===== config.mk =====
export PLATFORM = sky130hd
export DESIGN_NAME = instr_fetch_queue
export DESIGN_NICKNAME = d
export VERILOG_FILES = /design/src/rtl/instr_fetch_queue_pkg.sv /design/src/rtl/instr_fetch_queue_fetch_fifo.sv /design/src/rtl/instr_fetch_queue.sv
export SDC_FILE = /design/constraint.sdc
export NUM_CORES = 1
export LEC_CHECK = 0
export CORE_MARGIN = 3
export CORE_UTILIZATION = 52
export CTS_BUF_LIST = sky130_fd_sc_hd__clkbuf_4
export DETAILED_ROUTE_END_ITERATION = 16
export GPL_ROUTABILITY_DRIVEN = 0
export PLACE_DENSITY = 0.79
export SYNTH_ARGS = -nofsm -noshare
export SYNTH_HDL_FRONTEND = slang
export SYNTH_SLANG_ARGS = --single-unit

===== constraint.sdc =====
create_clock -name clk -period 2.9 [get_ports clk]
set_input_delay 0.435 -clock clk [delete_from_list [all_inputs] [get_ports clk]]
set_output_delay 0.435 -clock clk [all_outputs]
set_load 0.01 [all_outputs]

===== src/rtl/instr_fetch_queue_pkg.sv =====
// rtl/instr_fetch_queue_pkg.sv - fetch FSM state encodings and shared helpers
package instr_fetch_queue_pkg;

  typedef enum logic [1:0] {
    IDLE    = 2'd0,
    WAIT    = 2'd1,
    DISCARD = 2'd2
  } fetch_state_e;

  localparam int ENTRY_W = 64;

  // Word addresses wrap naturally at 2^32.
  function automatic logic [31:0] next_word(input logic [31:0] addr);
    return addr + 32'd1;
  endfunction

endpackage


===== src/rtl/instr_fetch_queue_fetch_fifo.sv =====
// rtl/instr_fetch_queue_fetch_fifo.sv - sync FIFO of {instr, pc} entries with flush
module fetch_fifo
  import instr_fetch_queue_pkg::*;
#(
  parameter int DEPTH = 4
) (
  input  logic                     clk,
  input  logic                     rst_n,
  input  logic                     push,
  input  logic [ENTRY_W-1:0]       push_data,
  input  logic                     pop,
  input  logic                     flush,
  output logic [ENTRY_W-1:0]       head_data,
  output logic [$clog2(DEPTH):0]   count
);

  localparam int PW = $clog2(DEPTH);
  localparam int CW = PW + 1;

  logic [ENTRY_W-1:0] mem [DEPTH];
  logic [PW-1:0]      wr_ptr;
  logic [PW-1:0]      rd_ptr;
  logic               do_push;
  logic               do_pop;

  // Flush wins over both ends so a redirect leaves a clean, empty queue.
  assign do_push = push && !flush;
  assign do_pop  = pop && (count != '0) && !flush;

  always_ff @(posedge clk) begin
    if (do_push) begin
      mem[wr_ptr] <= push_data;
    end
  end

  always_ff @(posedge clk or negedge rst_n) begin
    if (!rst_n) begin
      wr_ptr <= '0;
      rd_ptr <= '0;
      count  <= '0;
    end else if (flush) begin
      wr_ptr <= '0;
      rd_ptr <= '0;
      count  <= '0;
    end else begin
      if (do_push) wr_ptr <= wr_ptr + PW'(1);
      if (do_pop)  rd_ptr <= rd_ptr + PW'(1);
      case ({do_push, do_pop})
        2'b10:   count <= count + CW'(1);
        2'b01:   count <= count - CW'(1);
        default: count <= count;
      endcase
    end
  end

  assign head_data = (count != '0) ? mem[rd_ptr] : '0;

endmodule


===== src/rtl/instr_fetch_queue.sv =====
// rtl/instr_fetch_queue.sv - single-outstanding instruction fetcher feeding a small queue
module instr_fetch_queue
  import instr_fetch_queue_pkg::*;
#(
  parameter int          DEPTH    = 4,
  parameter logic [31:0] RESET_PC = 32'h0
) (
  input  logic        clk,
  input  logic        rst_n,
  output logic        mem_req,
  output logic [31:0] mem_addr,
  input  logic        mem_ack,
  input  logic [31:0] mem_rdata,
  input  logic        redirect,
  input  logic [31:0] redirect_pc,
  output logic        instr_valid,
  input  logic        instr_ready,
  output logic [31:0] instr_out,
  output logic [31:0] instr_pc
);

  localparam int             CW         = $clog2(DEPTH) + 1;
  localparam logic [CW-1:0]  FULL_COUNT = CW'(DEPTH);

  fetch_state_e       state;
  fetch_state_e       state_next;
  logic [31:0]        fetch_pc;
  logic [31:0]        fetch_pc_next;
  logic [31:0]        mem_addr_next;
  logic               push;
  logic               flush;
  logic               pop;
  logic [CW-1:0]      count;
  logic [ENTRY_W-1:0] head_data;

  always_ff @(posedge clk or negedge rst_n) begin
    if (!rst_n) begin
      state    <= IDLE;
      fetch_pc <= RESET_PC;
      mem_addr <= RESET_PC;
    end else begin
      state    <= state_next;
      fetch_pc <= fetch_pc_next;
      mem_addr <= mem_addr_next;
    end
  end

  always_comb begin
    state_next    = state;
    fetch_pc_next = fetch_pc;
    mem_addr_next = mem_addr;
    push          = 1'b0;
    flush         = 1'b0;

    if (redirect) begin
      flush         = 1'b1;
      fetch_pc_next = redirect_pc;
    end

    case (state)
      IDLE: begin
        if (!redirect && (count < FULL_COUNT)) begin
          state_next    = WAIT;
          mem_addr_next = fetch_pc;
        end
      end
      WAIT: begin
        if (mem_ack) begin
          state_next = IDLE;
          if (!redirect) begin
            push          = 1'b1;
            fetch_pc_next = next_word(fetch_pc);
          end
        end else if (redirect) begin
          state_next = DISCARD;
        end
      end
      // The stale request cannot be withdrawn, so wait out its ack and drop it.
      DISCARD: begin
        if (mem_ack) begin
          state_next = IDLE;
        end
      end
      default: state_next = IDLE;
    endcase
  end

  assign mem_req     = (state != IDLE);
  assign instr_valid = (count != '0);
  assign pop         = instr_valid && instr_ready && !redirect;
  assign instr_out   = head_data[63:32];
  assign instr_pc    = head_data[31:0];

  fetch_fifo #(
    .DEPTH(DEPTH)
  ) u_fifo (
    .clk       (clk),
    .rst_n     (rst_n),
    .push      (push),
    .push_data ({mem_rdata, mem_addr}),
    .pop       (pop),
    .flush     (flush),
    .head_data (head_data),
    .count     (count)
  );

endmodule

sizes.png
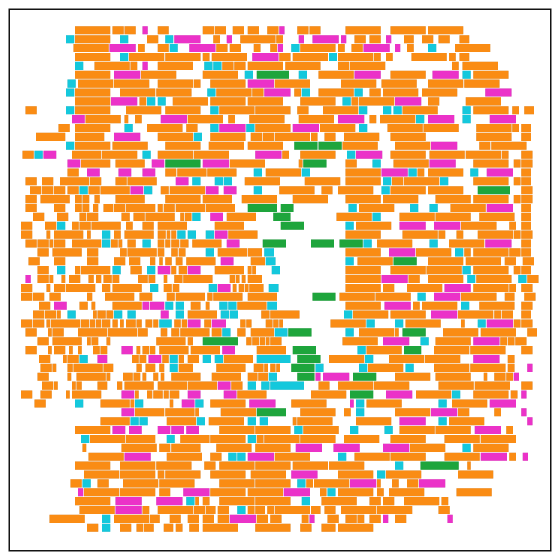
Key: orange = _0 and _1 cells [cells 737, share 71%]; magenta = _2 cells [cells 125, share 12%]; green = _6 and larger [cells 27, share 2.6%]; cyan = _3 and _4 cells [cells 153, share 15%]

layer_met2.png
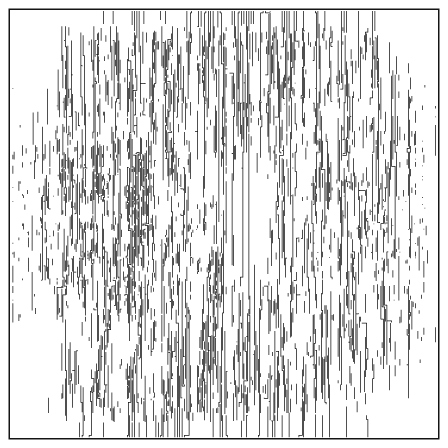
The layer carries 13900 um of wire. The layer holds 50% of the routed length. The longest straight run is 63.9 um. The wires run mostly vertical. 933 nets have wire on it.

placement_by_type.png
The bar under the picture is 50 um long. Fill, decap, tap and diode cells in grey.
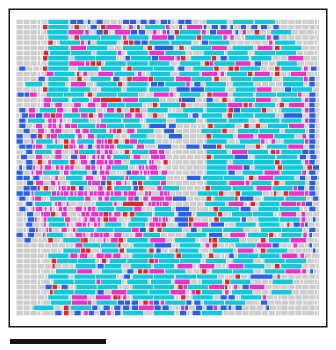
Key: red = clock drivers and dummy loads [cells 149]; cyan = flops [cells 329]; blue = other buffers and delay cells [cells 205]; magenta = combinational and other logic [cells 359]
Seq area share: 56.8%
final core utilization: 68.1%
Rows: 57
Core Box Area: 24600 sq um
design area: 16700 sq um

==> impl_metrics.env <==
# physical design summary
export IMPL_outcome="complete, no violations"
export IMPL_dr_wl_met2_um=13900
export IMPL_setup_viol=0
export IMPL_critPathMaxFanout=8
export IMPL_die_x_um=165
export IMPL_area_delta_synth_final_pct=26.9
export IMPL_ir_drop_uv=375
export IMPL_finalClockPeriodUsage_pct=96.8
export IMPL_holdPathEnd="u_fifo.rd_ptr[0]"
export IMPL_ys_sh_simple_pct=7.80
export IMPL_synth_main_ff_cell="edfxtp_1"
export IMPL_netlist_top_cell_by_area="edfxtp_1"
export IMPL_crit_end="instr_pc[16]"
export IMPL_taps=324
export IMPL_routed_wl_um=27800
export IMPL_htreeDepth=3
export IMPL_grt_max_degree=74
export IMPL_logic_gates=354
export IMPL_crit_family="buffers and inverters"
export IMPL_yosys_area_share_aoi_pct=1.69
export IMPL_grt_usage_pct=20.8
export IMPL_cp_cell_sequence="buf_8 -> buf_12 -> mux4_2 -> and2_1 -> dlygate4sd2_1"
export IMPL_avgSynthCellArea_sq_um=18.2
export IMPL_multiInputGateArea_sq_um=3540
export IMPL_die_area_sq_um=27300
export IMPL_synth_top_area_share_pct=58.2
export IMPL_ios=167
export IMPL_finalMaxSlewViolations=0
export IMPL_end_kind="output port"
export IMPL_ys_cells=724
export IMPL_dp_final_hpwl_um=17400
export IMPL_cts_tree="built"
logic_types.png
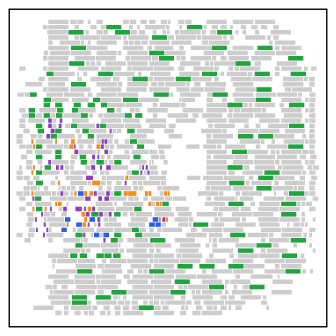
Key: purple = NAND gates [cells 55, where middle left]; blue = XOR/XNOR gates [cells 10]; green = multiplexers [cells 125, where spread over the die]; orange = NOR gates [cells 35]
most used logic cell in the final layout: edfxtp_1
logic share of the area: 21.1%
final std cells w/o fill: 1367

clocks.png
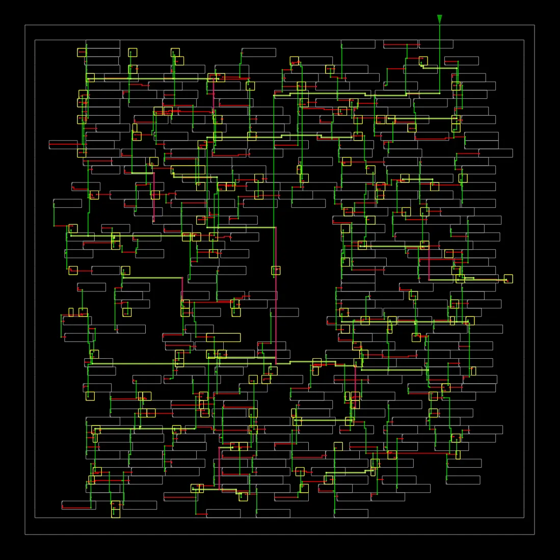
Clock Latency Late Sink: 0.66 ns
Power Clock: 3.96 mW
Flop Count: 329

-- where the power goes --
part / leakage, nW / switching [mW] / internal, mW / total [mW]
sequential: 3.18 / 0.570 / 5.76 / 6.33
clock: 0.659 / 1.75 / 2.21 / 3.96
combinational: 2.21 / 2.02 / 2.66 / 4.68
total: 6.05 / 4.34 / 10.6 / 15.0
-- metrics by stage --
step	power (mW)	setup slack (ns)
6_report	15.0	0.0919
5_1_grt	15.8	-0.00994
4_1_cts	15.1	0.000521
3_5_place_dp	11.2	0.417
3_3_place_gp	11.1	0.436
2_1_floorplan	8.58	0.527
-- registers in the layout (all words and copies together), names as in the netlist --
register / count
fetch_pc: 32
mem_addr: 32
state: 2
u_fifo.count: 3
u_fifo.mem: 256
u_fifo.rd_ptr: 2
u_fifo.wr_ptr: 2
No activity file was given, so power comes from the tool's default toggle rates.
